==> run_1/util_map.png <==
Bar = 20 microns. 8 x 8 tiles, from dark purple (low) to yellow (high), 0 to 100% covered.
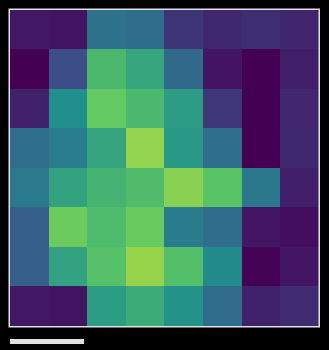
==> run_1/clock_nets.png <==
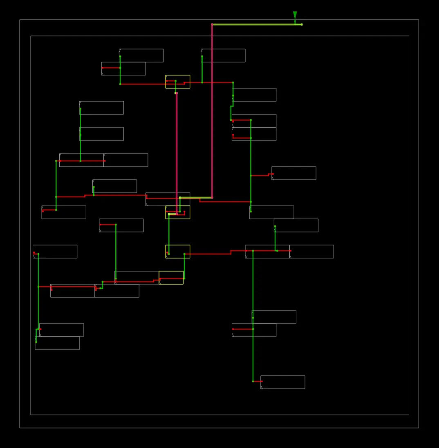
==> run_1/ff_map.png <==
Bar = 20 microns.
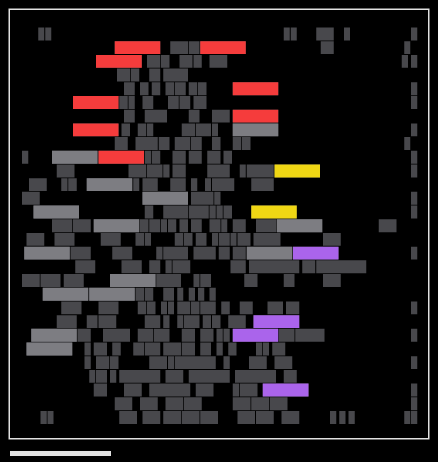
==> run_1/layers.png <==
Only two layers are drawn.
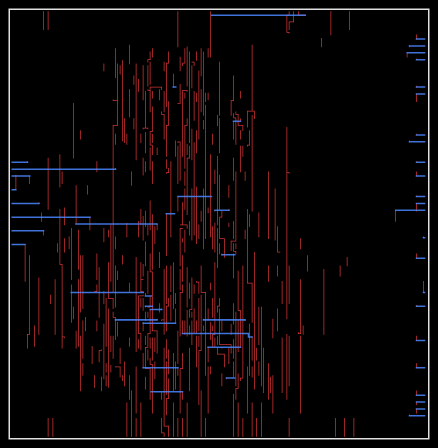
## src/rtl/fsm_cpu_ctrl_if.sv

```systemverilog
// Signal bundle between the state-overlay side and the PicoRV32 control side.
// master: the controller (fsm_cpu_ctrl). slave: the overlay/CPU environment.
interface fsm_cpu_ctrl_if;
  logic [3:0]  fsm_state;
  logic [15:0] run_mask;
  logic        cpu_resetn;
  logic        cpu_clk_en;
  logic [31:0] cpu_irq;
  logic [31:0] cpu_eoi;
  logic [3:0]  state_code;
  logic        irq_overflow;
  logic        irq_timeout;
  logic        flags_clr;

  modport master (
    input  fsm_state,
    input  run_mask,
    input  cpu_eoi,
    input  flags_clr,
    output cpu_resetn,
    output cpu_clk_en,
    output cpu_irq,
    output state_code,
    output irq_overflow,
    output irq_timeout
  );

  modport slave (
    output fsm_state,
    output run_mask,
    output cpu_eoi,
    output flags_clr,
    input  cpu_resetn,
    input  cpu_clk_en,
    input  cpu_irq,
    input  state_code,
    input  irq_overflow,
    input  irq_timeout
  );
endinterface

```

## src/rtl/fsm_cpu_ctrl.sv

```systemverilog
// PicoRV32 controller driven by fsm_overlay state changes: reset sequencing,
// per-state clock-enable gating, and an interrupt/EOI handshake carrying the
// latched state code, with a one-deep pending slot and sticky status flags.
module fsm_cpu_ctrl #(
  parameter int unsigned RST_HOLD   = 16,
  parameter int unsigned IRQ_NUM    = 3,
  parameter int unsigned TIMEOUT    = 255,
  parameter logic [3:0]  RESET_CODE = 4'hF
) (
  input  logic             clk,
  input  logic             rst_n,
  fsm_cpu_ctrl_if.master   bus
);

  // One counter serves both the BOOT hold and the IRQ_WAIT timeout.
  localparam int unsigned CntMax = (RST_HOLD > TIMEOUT) ? RST_HOLD : TIMEOUT;
  localparam int unsigned CntW   = $clog2(CntMax + 1);

  typedef enum logic [1:0] {StBoot, StIdle, StIrqWait} state_e;

  state_e          state_q, state_d;
  logic [CntW-1:0] cnt_q, cnt_d;
  logic [3:0]      prev_q;
  logic [3:0]      code_q, code_d;
  logic [3:0]      pend_q, pend_d;
  logic            pend_vld_q, pend_vld_d;
  logic            resetn_q, resetn_d;
  logic            clk_en_q, clk_en_d;
  logic            irq_q, irq_d;
  logic            ovf_q, ovf_d;
  logic            tmo_q, tmo_d;

  logic            change;
  logic            to_reset;
  logic            eoi_hit;

  assign change   = (bus.fsm_state != prev_q);
  assign to_reset = change && (bus.fsm_state == RESET_CODE);
  assign eoi_hit  = bus.cpu_eoi[IRQ_NUM];

  // Next-state and registered-output logic for the controller.
  always_comb begin
    state_d    = state_q;
    cnt_d      = cnt_q;
    code_d     = code_q;
    pend_d     = pend_q;
    pend_vld_d = pend_vld_q;
    resetn_d   = resetn_q;
    clk_en_d   = clk_en_q;
    irq_d      = irq_q;
    // Clear first so a same-cycle set below takes priority.
    ovf_d      = bus.flags_clr ? 1'b0 : ovf_q;
    tmo_d      = bus.flags_clr ? 1'b0 : tmo_q;

    unique case (state_q)
      StBoot: begin
        resetn_d = 1'b0;
        clk_en_d = 1'b0;
        irq_d    = 1'b0;
        if (cnt_q == CntW'(RST_HOLD - 1)) begin
          cnt_d    = '0;
          code_d   = bus.fsm_state;
          resetn_d = 1'b1;
          clk_en_d = bus.run_mask[bus.fsm_state];
          state_d  = StIdle;
        end else begin
          cnt_d = cnt_q + CntW'(1);
        end
      end

      StIdle: begin
        if (to_reset) begin
          state_d    = StBoot;
          cnt_d      = '0;
          resetn_d   = 1'b0;
          irq_d      = 1'b0;
          clk_en_d   = 1'b0;
          pend_vld_d = 1'b0;
        end else if (change || pend_vld_q) begin
          // A live change is newer than anything buffered, so it wins.
          code_d     = change ? bus.fsm_state : pend_q;
          clk_en_d   = bus.run_mask[change ? bus.fsm_state : pend_q];
          irq_d      = 1'b1;
          cnt_d      = '0;
          pend_vld_d = 1'b0;
          state_d    = StIrqWait;
        end
      end

      StIrqWait: begin
        if (to_reset) begin
          state_d    = StBoot;
          cnt_d      = '0;
          resetn_d   = 1'b0;
          irq_d      = 1'b0;
          clk_en_d   = 1'b0;
          pend_vld_d = 1'b0;
        end else begin
          if (change) begin
            pend_d     = bus.fsm_state;
            pend_vld_d = 1'b1;
            if (pend_vld_q) begin
              ovf_d = 1'b1;
            end
          end
          if (eoi_hit) begin
            irq_d   = 1'b0;
            state_d = StIdle;
          end else if (cnt_q == CntW'(TIMEOUT - 1)) begin
            irq_d   = 1'b0;
            tmo_d   = 1'b1;
            state_d = StIdle;
          end else begin
            cnt_d = cnt_q + CntW'(1);
          end
        end
      end

      default: begin
        state_d = StBoot;
        cnt_d   = '0;
      end
    endcase
  end

  // State and output registers; asynchronous active-low reset.
  always_ff @(posedge clk or negedge rst_n) begin
    if (!rst_n) begin
      state_q    <= StBoot;
      cnt_q      <= '0;
      prev_q     <= '0;
      code_q     <= '0;
      pend_q     <= '0;
      pend_vld_q <= 1'b0;
      resetn_q   <= 1'b0;
      clk_en_q   <= 1'b0;
      irq_q      <= 1'b0;
      ovf_q      <= 1'b0;
      tmo_q      <= 1'b0;
    end else begin
      state_q    <= state_d;
      cnt_q      <= cnt_d;
      prev_q     <= bus.fsm_state;
      code_q     <= code_d;
      pend_q     <= pend_d;
      pend_vld_q <= pend_vld_d;
      resetn_q   <= resetn_d;
      clk_en_q   <= clk_en_d;
      irq_q      <= irq_d;
      ovf_q      <= ovf_d;
      tmo_q      <= tmo_d;
    end
  end

  // Only the selected interrupt line is ever driven.
  always_comb begin
    bus.cpu_irq          = '0;
    bus.cpu_irq[IRQ_NUM] = irq_q;
  end

  assign bus.cpu_resetn   = resetn_q;
  assign bus.cpu_clk_en   = clk_en_q;
  assign bus.state_code   = code_q;
  assign bus.irq_overflow = ovf_q;
  assign bus.irq_timeout  = tmo_q;

endmodule

```

## src/flat_wrapper.sv

```systemverilog
// flat-port wrapper written by rule: the top's interface ports become plain ports
module fsm_cpu_ctrl_flat 
#(
  parameter int unsigned RST_HOLD   = 16,
  parameter int unsigned IRQ_NUM    = 3,
  parameter int unsigned TIMEOUT    = 255,
  parameter logic [3:0]  RESET_CODE = 4'hF
)
  (clk, rst_n, bus_fsm_state, bus_run_mask, bus_cpu_eoi, bus_flags_clr, bus_cpu_resetn, bus_cpu_clk_en, bus_cpu_irq, bus_state_code, bus_irq_overflow, bus_irq_timeout);
  fsm_cpu_ctrl_if bus_i ();
  input  logic clk;
  input  logic rst_n;
  input wire logic [$bits(bus_i.fsm_state)-1:0] bus_fsm_state;
  input wire logic [$bits(bus_i.run_mask)-1:0] bus_run_mask;
  input wire logic [$bits(bus_i.cpu_eoi)-1:0] bus_cpu_eoi;
  input wire logic [$bits(bus_i.flags_clr)-1:0] bus_flags_clr;
  output wire logic [$bits(bus_i.cpu_resetn)-1:0] bus_cpu_resetn;
  output wire logic [$bits(bus_i.cpu_clk_en)-1:0] bus_cpu_clk_en;
  output wire logic [$bits(bus_i.cpu_irq)-1:0] bus_cpu_irq;
  output wire logic [$bits(bus_i.state_code)-1:0] bus_state_code;
  output wire logic [$bits(bus_i.irq_overflow)-1:0] bus_irq_overflow;
  output wire logic [$bits(bus_i.irq_timeout)-1:0] bus_irq_timeout;
  assign bus_i.fsm_state = bus_fsm_state;
  assign bus_i.run_mask = bus_run_mask;
  assign bus_i.cpu_eoi = bus_cpu_eoi;
  assign bus_i.flags_clr = bus_flags_clr;
  assign bus_cpu_resetn = bus_i.cpu_resetn;
  assign bus_cpu_clk_en = bus_i.cpu_clk_en;
  assign bus_cpu_irq = bus_i.cpu_irq;
  assign bus_state_code = bus_i.state_code;
  assign bus_irq_overflow = bus_i.irq_overflow;
  assign bus_irq_timeout = bus_i.irq_timeout;
  fsm_cpu_ctrl #(.RST_HOLD(RST_HOLD), .IRQ_NUM(IRQ_NUM), .TIMEOUT(TIMEOUT), .RESET_CODE(RESET_CODE)) u_core (.clk(clk), .rst_n(rst_n), .bus(bus_i));
endmodule
```

## config.mk

```make
export PLATFORM = sky130hd
export DESIGN_NAME = fsm_cpu_ctrl_flat
export DESIGN_NICKNAME = d
export VERILOG_FILES = /design/src/rtl/fsm_cpu_ctrl_if.sv /design/src/rtl/fsm_cpu_ctrl.sv /design/src/flat_wrapper.sv
export SDC_FILE = /design/constraint.sdc
export NUM_CORES = 1
export LEC_CHECK = 0
export CORE_AREA = 2 2 81 83
export CTS_CLUSTER_DIAMETER = 40
export DETAILED_ROUTE_END_ITERATION = 16
export DIE_AREA = 0 0 83 85
export PLACE_DENSITY = 0.67
export SYNTH_ARGS = -nofsm -noshare
export SYNTH_HDL_FRONTEND = slang
export SYNTH_SLANG_ARGS = --single-unit
```

## constraint.sdc

```tcl
create_clock -name clk -period 3.9 [get_ports clk]
set_clock_uncertainty 0.15 [all_clocks]
set_input_delay 1.17 -clock clk [delete_from_list [all_inputs] [get_ports clk]]
set_output_delay 1.17 -clock clk [all_outputs]
set_load 0.02 [all_outputs]
```

==> Changelog: implementation, run 1 <==
### Physical design

* Status: complete, no violations
* Adder share at roughly 3.8%
* Final nets at between 300 and 400
* Total CTS buffers at 3
* Fraction of registers with async set/reset at 100%
* Highest clock rate at just under 300 MHz
* Number of warning messages in the yosys log at 0
* Critical path endpoint category: register
* Combinational fraction of design power at roughly half
* Net switching share of the total power at between 40% and 50%
* Most frequent standard cell in the layout excluding fill and tap cells: clkdlybuf4s50_1
* Mapped Cells at around 250
* Yosys simple share at between 10% and 20%
* Hpwl dp at 3.65 mm
* I/O pin count at roughly 95
* Number of DRC markers after the initial detailed-route iteration at a little under 100
* Number of buffers between clock root and the deepest sink at 2
* Post-synth regs at 28
* Cells resized by post-CTS repair at 0
* Total of buffers placed on input and output ports at 32
* Cell taking the most area after synthesis: dfrtp_1
* Part of the total power dissipated in the clock network at a little over an eighth
* Die area at roughly 7100 sq um
* Num rows at 29
* WP data required at slightly below 4000 ps
* Fillers at slightly above 600
* Top power group: combinational logic
* Root buf cell: clkbuf_8
* Top area contributor share at a little under a third
* Share of synthesized area spent on multiplexers at between 15 and 20%
* Top logic family: multiplexers
* Cell area after layout at 2670 sq um
* Worst setup slack before clock tree synthesis at 214 ps
* Register area share after synthesis at 30.4%
* Vias in the first global route at approximately 1800
* Final RePlAce weighted congestion at roughly 0.9
* Post-CTS setup buffer count at 0
* P_comb at 0.000707 W
* Total negative slack for setup checks at 0 ps
* Final critical path time including I/O delays and setup at 3380 ps
* Final count of pins violating max slew at 0
* Critical-path maximum fanout at 4
* Average cell area after synthesis at between 9 and 10 sq um
* Ratio of cells with drive above 1 in the final layout at 15.1%
* Post-Synth XOR/XNOR Area at between 3 and 4%
* DRT Pass-1 Iters at 4
* Global-route wire length before repair at slightly above 8 mm
* Static leakage power at roughly 1.2 nW
* Final Hold Slack at about 370 ps
* Gate Area at 1380 sq um
* Arrival time at the worst endpoint at approximately 3400 ps
* Most common logic cells in the final layout: clkdlybuf4s50_1 (32), conb_1 (31), dfrtp_1 (28)
* Post-synthesis instance area at about 2300 sq um
* Synth Area in Compound Gates at around 15%
* Count of hold buffers inserted by post-cts repair at 0
* Top cells, area: dfrtp_1 (30%), buf_4 (10%), mux2_2 (6.3%)
* Vertical extent of the die at 85 microns
* Number of flops mapped to enable cells by yosys at 0
* Clock tree from TritonCTS: done
* Post-DP Area at 2610 sq um
* Fraction of the cycle the final worst path needs at roughly 87%
* Finished Layout Cells at around 360
* Post-synth top cells: buf_4 (32), dfrtp_1 (28), nand2_1 (27)
* Crit start category: primary input
* Post-synth cell types at between 40 and 50
* Total routing resource utilization after global routing at about 14%
* Synth Flop Type: dfrtp_1
* Startpoint-to-endpoint class of the critical path: primary input to register
* Power consumption at approximately 0.0014 W
* Switching component of the power at 0.000566 W
* Cell total after placement at 352
* Power in the clock group at roughly 0.00018 W
* Unrepaired setup endpoints after global routing: no
* # Cells Yosys at 247
* Mean number of vias per cell at ~5
* Most numerous cell in the Yosys netlist: buf_4
* Count of warning messages emitted by the tools at about 62
* Largest net degree at the start of global routing at 29
* CTS clock-pin slew for the worst setup and hold paths at about 90 ps
* # Max-Cap Violations at 0
* Number of antenna violations at the first check in global routing at 0
* Chip Area, Yosys at around 2300 sq um
* H-tree levels at 1
* DRC Markers at 0
* Int Power at about 0.0008 W
* Part of the total power dissipated in sequential elements at between 30% and 40%
* Layout Area Growth over Synthesis at 15.6%
* Horizontal die size at ~83 microns
* Power per cell area at around 510 nW/um^2
* Count of antenna-violating nets left after detailed routing at 0
* Minimum setup slack in the final design at roughly 520 ps
* Worst min-delay path class: register to register
* Final Hold Violation Tally at 0
* Total setup violations reported at the end of the flow at 0
* Grt total ovfl at 0
* Highest ir drop seen on vdd at between 0.3 and 0.4 mV
* Number of antenna cells inserted at 0
* Via Count at approximately 1800
Notes on util_map.png above:
9.4% of the tiles are over 75% full. The mean over all tiles is 36%. The fullest tile reaches 84%. The emptiest ninth of the die: upper right. 7.8% of the tiles are nearly empty.
Core Footprint: 6200 sq um
floorplan core density: 37.2%

Notes on clock_nets.png above:
seq_cells: 28
worst skew pair latency: 280 ps
Clock Sink Count: 28
layout clock buffer count: 4

Notes on ff_map.png above:
Key: red = u_core.cnt_q [placed flops 8]; yellow = u_core.state_q [placed flops 2]; purple = u_core.prev_q [placed flops 4]
flip-flop and latch share of the layout cell area: 26.3%
Power Sequential: 0.000481 W
share of the core filled with cells in the final layout: 43.0%
Reg area: 701 sq um

Notes on layers.png above:
Key: blue = M3 [wire length 229 microns]; red = M2 [wire length 2230 microns]
WL/cell: 13.6 microns
Detailed Route WL: 4.83 mm

run 1: flip-flops by register name, summed over array words and instances (netlist names):
name	flops
u_core.bus.irq_timeout	1
u_core.bus.state_code	4
u_core.prev_q	4
u_core.cnt_q	8
u_core.irq_q	1
u_core.bus.cpu_clk_en	1
u_core.bus.cpu_resetn	1
u_core.state_q	2
u_core.bus.irq_overflow	1
u_core.pend_q	4
u_core.pend_vld_q	1
run 1: cell type report:
class,count,share of cell area (%)
clock buffer,4,2.06
timing repair buffer,43,15.1
inverter,9,1.27
sequential,28,26.3
tap,77,3.61
multi-input combinational,195,51.7
run 1: metal layers:
| metal | GRT usage [%] | vias to the layer above | part of all wire [%] |
|---|---|---|---|
| li1 | - | 883 | - |
| met2 | 22.9 | 65 | 46 |
| met5 | 0 | - | 0 |
| met1 | 18.7 | 866 | 47 |
| met4 | 5.96 | 0 | 2.2 |
| met3 | 1.95 | 8 | 4.7 |
run 1: worst paths after layout:
check,from,end,slack [ps],cells after the start
worst max-delay path,bus_fsm_state[0],u_core.bus.cpu_clk_en,520,7
worst max register to register,u_core.prev_q[0],u_core.bus.cpu_clk_en,1460,6
worst min register to register,u_core.bus.state_code[0],u_core.bus.state_code[0],370,1
max in group asynchronous,rst_n,u_core.pend_q[0],2230,2
worst min-delay path,u_core.bus.state_code[0],u_core.bus.state_code[0],370,1
min in group asynchronous,rst_n,u_core.cnt_q[0],1110,2
run 1: logic make-up after synthesis:
group	after synthesis
buffers and inverters	54
adder cells (fa/ha/maj)	7
other	1
AND/OR/NAND/NOR	71
XOR/XNOR	5
flip-flops	28
multiplexers	29
AND-OR/OR-AND	52
run 1: critical path, stage by stage:
cell and delay (ps):
clkdlybuf4s50_1 500, xor2_4 200, or4_1 640, mux2_4 350, o31ai_1 250, a32oi_1 150, o211ai_1 180
--- run 2 (diff from run 1) ---
- CORE_AREA: 2 2 81 83 -> 2 2 75 91
- DIE_AREA: 0 0 83 85 -> 0 0 77 93
- PLACE_DENSITY: 0.67 -> 0.66
==> run_2/util_map.png <==
Bar = 20 microns. 8 x 9 tiles, from dark purple (low) to yellow (high), 0 to 100% covered.
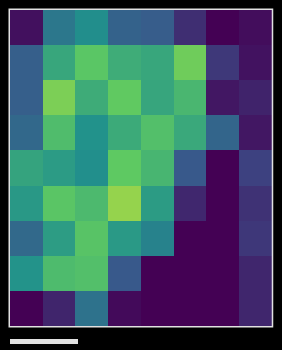
The emptiest ninth of the die: lower right. The densest ninth of the die: centre. 17% of the tiles are nearly empty. The fullest tile reaches 84%. 5.6% of the tiles are over 75% full. The mean over all tiles is 36%.
Core Footprint: 6330 sq um
share of the core filled with cells in the final layout: 42.7%
floorplan core density: 36.5%

==> Changelog: implementation, run 2 <==
### Physical design

* Status: complete, no violations
* Horizontal die size at 77 microns (-7.2%)
* Total routing resource utilization after global routing at 13.7% (-0.27 points)
* WL/cell at 13.2 microns (-2.3%)
* Final Hold Violation Tally at 0 (unchanged)
* WP buf/inv at 1 (unchanged)
* Detailed-routed wire length on met3 at 174 microns (-24%)
* Critical path endpoint category: register
* # Max-Cap Violations at 0 (unchanged)
* Final count of pins violating max slew at 0 (unchanged)
* Cell taking the most area after synthesis: dfrtp_1
* Top area contributor share at 30.4% (unchanged)
* Final critical path time including I/O delays and setup at 3350 ps (-33.3 ps)
* Number of DRC markers after the initial detailed-route iteration at 109 (+10%)
* Count of hold buffers inserted by post-cts repair at 0 (unchanged)
* Most common logic cells in the final layout: clkdlybuf4s50_1 (32), conb_1 (31), dfrtp_1 (28)
* Power consumption at 0.00142 W (+3.7%)
* Fraction of registers with async set/reset at 100% (unchanged)
* Final RePlAce weighted congestion at 0.883 (-0.72%)
* Cell total after placement at 361 (+2.6%)
* Synth Flop Type: dfrtp_1
* Root buf cell: clkbuf_8
* Finished Layout Cells at 365 (+2.5%)
* Post-CTS setup buffer count at 0 (unchanged)
* Share of synthesized area spent on multiplexers at 16.6% (unchanged)
* Crit path cell chain: clkdlybuf4s50_1 > xor2_4 > or4_1 > a2111oi_0 > a2bb2oi_1 > a32oi_1 > o211ai_1
* Final Hold Slack at 366 ps (-1.48 ps)
* Power per cell area at 527 nW/um^2 (+2.4%)
* Number of warning messages in the yosys log at 0 (unchanged)
* Post-synth cell types at 49 (unchanged)
* Worst skew pair latency at 290 ps (about the same)
* M1 wire length at 2.02 mm (-11%)
* Clock Sink Count at 28 (unchanged)
* Uppermost signal routing layer after detailed routing: met4
* Cell area after layout at 2700 sq um (+1.3%)
* Number of antenna violations at the first check in global routing at 0 (unchanged)
* Vias in the first global route at 1736 (-2.6%)
* Met2 demand-to-capacity share in global routing at 25.8% (+2.9 points)
* Fraction of the cycle the final worst path needs at 85.9% (-0.85 points)
* Post-Synth XOR/XNOR Area at 3.04% (unchanged)
* Number of flops mapped to enable cells by yosys at 0 (unchanged)
* Minimum setup slack in the final design at 549 ps (+33.3 ps)
* Worst min-delay path class: register to register
* Register area share after synthesis at 30.4% (unchanged)
* Synth Area in Compound Gates at 15.3% (unchanged)
* Static leakage power at 1.17 nW (+0.97%)
* Setup slack of the most critical reg-to-reg path at 1480 ps (+20 ps)
* Count of antenna-violating nets left after detailed routing at 0 (unchanged)
* Vertical extent of the die at 93 microns (+9.4%)
* Critical-path maximum fanout at 4 (unchanged)
* Hpwl dp at 3.83 mm (+4.8%)
* Total of buffers placed on input and output ports at 32 (unchanged)
* Worst setup slack before clock tree synthesis at 247 ps (+32.6 ps)
* Crit start category: primary input
* Die area at 7160 sq um (+1.5%)
* Total CTS buffers at 3 (unchanged)
* Met3 capacity usage during global routing at 1.54% (-0.40 points)
* Count of warning messages emitted by the tools at 62 (unchanged)
* Mapped Cells at 247 (unchanged)
* DRT Pass-1 Iters at 4 (unchanged)
* Adder share at 3.80% (unchanged)
* Highest clock rate at 298 MHz (+0.99%)
* CTS clock-pin slew for the worst setup and hold paths at 100 ps (about the same)
* Top reg by flops: u_core.cnt_q
* Cell at the slowest stage of the critical path: or4_1
* Post-synth regs at 28 (unchanged)
* Total negative slack for setup checks at 0 ps (unchanged)
* Met1 layer usage reported by global route at 16.4% (-2.2 points)
* Startpoint-to-endpoint class of the critical path: primary input to register
* DRC Markers at 0 (unchanged)
* I/O pin count at 95 (unchanged)
* Most frequent standard cell in the layout excluding fill and tap cells: clkdlybuf4s50_1
* Top logic family: multiplexers
* Number of antenna cells inserted at 0 (unchanged)
* Highest ir drop seen on vdd at 0.309 mV (-4.9%)
* Num rows at 32 (+10%)
* Cells resized by post-CTS repair at 0 (unchanged)
* Layout Area Growth over Synthesis at 17.0%
* Clock tree from TritonCTS: done
* Largest delay share family, worst path: AND-OR/OR-AND gates
* Post-synth top cells: buf_4 (32), dfrtp_1 (28), nand2_1 (27)
* Maximum single-stage delay on the critical path at 620 ps (-20 ps)
* Via Count at 1807 (-0.82%)
* Arrival time at the worst endpoint at 3400 ps (-40 ps)
* Max reg flops at 8 (unchanged)
* # Cells Yosys at 247 (unchanged)
* Detail Route met2 WL at 2.59 mm (+16%)
* Final nets at 343 (+0.29%)
* Fillers at 636 (+3.8%)
* Global routing's busiest layer: met2
* Top cells, area: dfrtp_1 (30%), buf_4 (10%), mux2_2 (6.3%)
* Chip Area, Yosys at 2310 sq um (unchanged)
* Grt total ovfl at 0 (unchanged)
* Number of buffers between clock root and the deepest sink at 2 (unchanged)
* Mean number of vias per cell at 4.95 (-3.3%)
* Global-route wire length before repair at 8.09 mm (-2.3%)
==> run_2/ff_map.png <==
Bar = 20 microns.
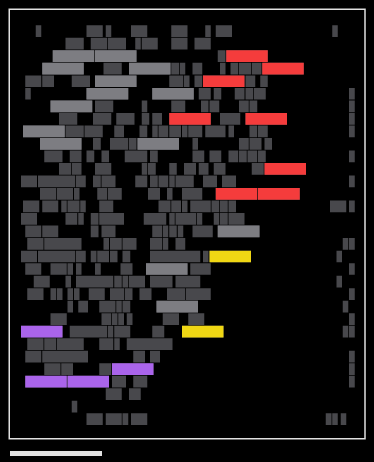
Power Sequential: 0.000479 W
flip-flop and latch share of the layout cell area: 25.9%

## run 2: cell counts after synthesis
No cell type changed its count.
## run 2: kinds of logic (layout without fill, tap and decap cells)
logic type | after synthesis | after routing
XOR/XNOR | 5 | 5
buffers and inverters | 54 | 57
flip-flops | 28 | 28
AND/OR/NAND/NOR | 71 | 71
AND-OR/OR-AND | 52 | 52
other | 1 | 31
multiplexers | 29 | 29
adder cells (fa/ha/maj) | 7 | 7
## run 2: final timing paths
kind | cells after the start | to | from
hold / removal | 1 | u_core.irq_q | u_core.irq_q
min in group asynchronous | 2 | u_core.bus.state_code[3] | rst_n
max in group asynchronous | 2 | u_core.prev_q[0] | rst_n
hold reg to reg | 1 | u_core.irq_q | u_core.irq_q
setup reg to reg | 6 | u_core.bus.cpu_clk_en | u_core.prev_q[0]
setup / recovery | 7 | u_core.bus.cpu_clk_en | bus_fsm_state[0]
## run 2: power breakdown
part | internal [W] | leakage, nW | total [W] | switching, W
clock network | 0.000138 | 0.0357 | 0.000237 | 0.0000996
registers | 0.000372 | 0.357 | 0.000479 | 0.000108
logic | 0.000343 | 0.777 | 0.000707 | 0.000363
total | 0.000853 | 1.17 | 0.00142 | 0.000571
## run 2: final cells by class
| class | count | area (sq um) | share of cell area, % |
|---|---|---|---|
| clock inverters | 1 | 30.0 | 1.11 |
| repair buffers | 44 | 410 | 15.2 |
| multi-input cells | 195 | 1380 | 51.0 |
| clock buffers | 3 | 41.3 | 1.53 |
| well taps | 85 | 106 | 3.94 |
| inverters | 9 | 33.8 | 1.25 |
| flip-flops and latches | 28 | 701 | 25.9 |
--- run 3 (diff from run 2) ---
- DONT_BUFFER_PORTS: unset -> 1
- PLACE_DENSITY: 0.66 -> 0.47
- RECOVER_POWER: unset -> 100
==> run_3/route_heat.png <==
15 x 19 tiles, from dark purple (low) to yellow (high), scaled to the fullest tile. Values are wire area over tile area, all layers added.
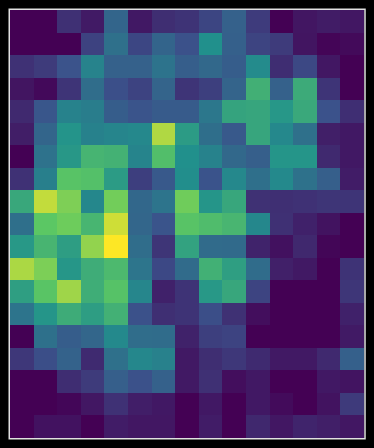
The densest ninth of the die: middle left. The emptiest ninth of the die: lower right. The fullest tile reaches 0.39. 14% of the tiles are nearly empty. 20% of the tiles are over half the peak. The mean over all tiles is 0.11.
Via Count: 1639
WL/cell: 15.6 microns
Detailed Route WL: 5.05 mm

==> Changelog: implementation, run 3 <==
### Physical design

* Cell taking the most area after synthesis: dfrtp_1
* Max reg flops at 8 (unchanged)
* Critical-path maximum fanout at 17 (+13)
* Layout Area Growth over Synthesis at -0.759%
* Final critical path time including I/O delays and setup at 3090 ps (-259 ps)
* Crit start category: primary input
* Mapped Cells at 247 (unchanged)
* Post-synth cell types at 49 (unchanged)
* Top cells, area: dfrtp_1 (30%), buf_4 (10%), mux2_2 (6.3%)
* Number of DRC markers after the initial detailed-route iteration at 51 (-53%)
* Number of buffers between clock root and the deepest sink at 2 (unchanged)
* Worst min-delay path class: register to register
* Met3 capacity usage during global routing at 2.22% (+0.68 points)
* # Max-Cap Violations at 0 (unchanged)
* Horizontal die size at 77 microns (unchanged)
* Power consumption at 0.00128 W (-9.9%)
* Fraction of registers with async set/reset at 100% (unchanged)
* Post-CTS setup buffer count at 0 (unchanged)
* Highest ir drop seen on vdd at 0.281 mV (-9.1%)
* Gate Area at 1360 sq um (-1.4%)
* Chip Area, Yosys at 2310 sq um (unchanged)
* Power per cell area at 560 nW/um^2 (+6.3%)
* Total of buffers placed on input and output ports at 0 (-100%)
* Vertical extent of the die at 93 microns (unchanged)
* WP buf/inv at 0 (-1)
* Global-route wire length before repair at 8.41 mm (+4.0%)
* Fraction of the cycle the final worst path needs at 79.3% (-6.7 points)
* DRT Pass-1 Iters at 4 (unchanged)
* Number of warning messages in the yosys log at 0 (unchanged)
* Global routing's busiest layer: met2
* Highest clock rate at 323 MHz (+8.4%)
* Total negative slack for setup checks at 0 ps (unchanged)
* Post-synthesis instance area at 2310 sq um
* Static leakage power at 0.994 nW (-15%)
* Largest net degree at the start of global routing at 29
* Total routing resource utilization after global routing at 14.6% (+0.83 points)
* Startpoint-to-endpoint class of the critical path: primary input to register
* Fillers at 679 (+6.8%)
* Core Footprint at 6330 sq um (unchanged)
* Num rows at 32 (unchanged)
* Total CTS buffers at 3 (unchanged)
* Worst skew pair latency at 280 ps (about the same)
* Clock Sink Count at 28 (unchanged)
* Post-synth top cells: buf_4 (32), dfrtp_1 (28), nand2_1 (27)
* Root buf cell: clkbuf_8
* Die area at 7160 sq um (unchanged)
* Finished Layout Cells at 324 (-11%)
* M1 wire length at 2.24 mm (+10%)
* Final Hold Violation Tally at 0 (unchanged)
* Reg area at 701 sq um (unchanged)
* Number of antenna violations at the first check in global routing at 0 (unchanged)
* CTS clock-pin slew for the worst setup and hold paths at 100 ps (about the same)
* Final RePlAce weighted congestion at 0.847 (-4.1%)
* Most common logic cells in the final layout: conb_1 (31), nand2_1 (28), dfrtp_1 (28)
* Top area contributor share at 30.4% (unchanged)
* Floorplan core density at 36.5% (unchanged)
* Hpwl dp at 3.87 mm (+1.1%)
* Status: complete, no violations
* Register area share after synthesis at 30.4% (unchanged)
* Uppermost signal routing layer after detailed routing: met4
* Cell total after placement at 320 (-11%)
* Final count of pins violating max slew at 0 (unchanged)
* Number of flops mapped to enable cells by yosys at 0 (unchanged)
* Critical path endpoint category: register
* Met1 layer usage reported by global route at 18.4% (+2.0 points)
* Maximum single-stage delay on the critical path at 520 ps (-100 ps)
* Arrival time at the worst endpoint at 3120 ps (-280 ps)
* Clock tree from TritonCTS: done
* Detail Route met2 WL at 2.59 mm (-0.12%)
* # Cells Yosys at 247 (unchanged)
* I/O pin count at 95 (unchanged)
* Most frequent standard cell in the layout excluding fill and tap cells: conb_1
* Count of warning messages emitted by the tools at 62 (unchanged)
* Cell at the slowest stage of the critical path: o41ai_4
* Final nets at 302 (-12%)
* Vias in the first global route at 1697 (-2.2%)
* Average cell area after synthesis at between 9 and 10 sq um
* Number of antenna cells inserted at 0 (unchanged)
* Crit path cell chain: xor2_1 > o41ai_4 > nand2_1 > or3b_1 > and3_1 > mux2_1
* Detailed-routed wire length on met3 at 178 microns (+2.3%)
* Synth Flop Type: dfrtp_1
* Mean number of vias per cell at 5.06 (+2.2%)
* Post-synth regs at 28 (unchanged)
* Count of antenna-violating nets left after detailed routing at 0 (unchanged)
* Top reg by flops: u_core.cnt_q
* Largest delay share family, worst path: simple AND/OR/NAND/NOR gates
* Cells resized by post-CTS repair at 0 (unchanged)
==> run_3/ff_map.png <==
Bar = 20 microns.
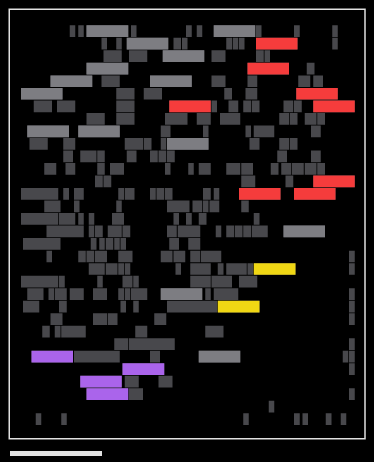
Key: yellow = u_core.state_q [placed flops 2]; red = u_core.cnt_q [placed flops 8, where upper right]; purple = u_core.prev_q [placed flops 4, where lower left]
Another 14 sequential cells are not coloured.
Power Sequential: 0.000525 W
share of the core filled with cells in the final layout: 36.2%

run 3: stage by stage:
stage / setup slack [ps] / hold WS, ps / area (sq um)
2_1_floorplan: 715 / 311 / 2420
3_3_place_gp: 605 / 343 / 2240
3_5_place_dp: 603 / 348 / 2240
4_1_cts: 925 / 364 / 2310
5_1_grt: 644 / 398 / 2290
6_report: 809 / 357 / 2290
run 3: logic make-up after synthesis:
group                      share of synthesized area [%]
and+or+nand+nor                                     15.8
DFF                                                 30.4
xor gates and xnor gates                            3.04
buffers and inverters                               14.8
muxes                                               16.6
other                                              0.163
adders and majority gates                           3.80
AOI/OAI and AO/OA                                   15.3
run 3: worst paths after layout:
check,slack [ps],to,cells after the start,startpoint
worst max-delay path,810,u_core.state_q[0],6,bus_fsm_state[1]
min in group asynchronous,420,u_core.irq_q,0,rst_n
worst min-delay path,360,u_core.cnt_q[6],1,u_core.cnt_q[6]
worst min register to register,360,u_core.cnt_q[6],1,u_core.cnt_q[6]
worst max register to register,1260,u_core.state_q[0],6,u_core.prev_q[0]
max in group asynchronous,3090,u_core.pend_vld_q,0,rst_n
run 3: final cells by class:
| cell class | instances | share of cell area [%] |
|---|---|---|
| clock inverters | 1 | 1.31 |
| inverters | 9 | 1.48 |
| multi-input cells | 195 | 59.3 |
| clock buffers | 3 | 1.80 |
| well taps | 85 | 4.64 |
| flip-flops and latches | 28 | 30.6 |
| repair buffers | 3 | 0.820 |
run 3: power by group:
part	switching, W	leakage, nW	internal [W]
Clock	0.000101	0.0357	0.000138
Combinational	0.000283	0.602	0.000236
Sequential	0.000153	0.357	0.000372
Total	0.000537	0.994	0.000746
No activity file was given, so power comes from the tool's default toggle rates.
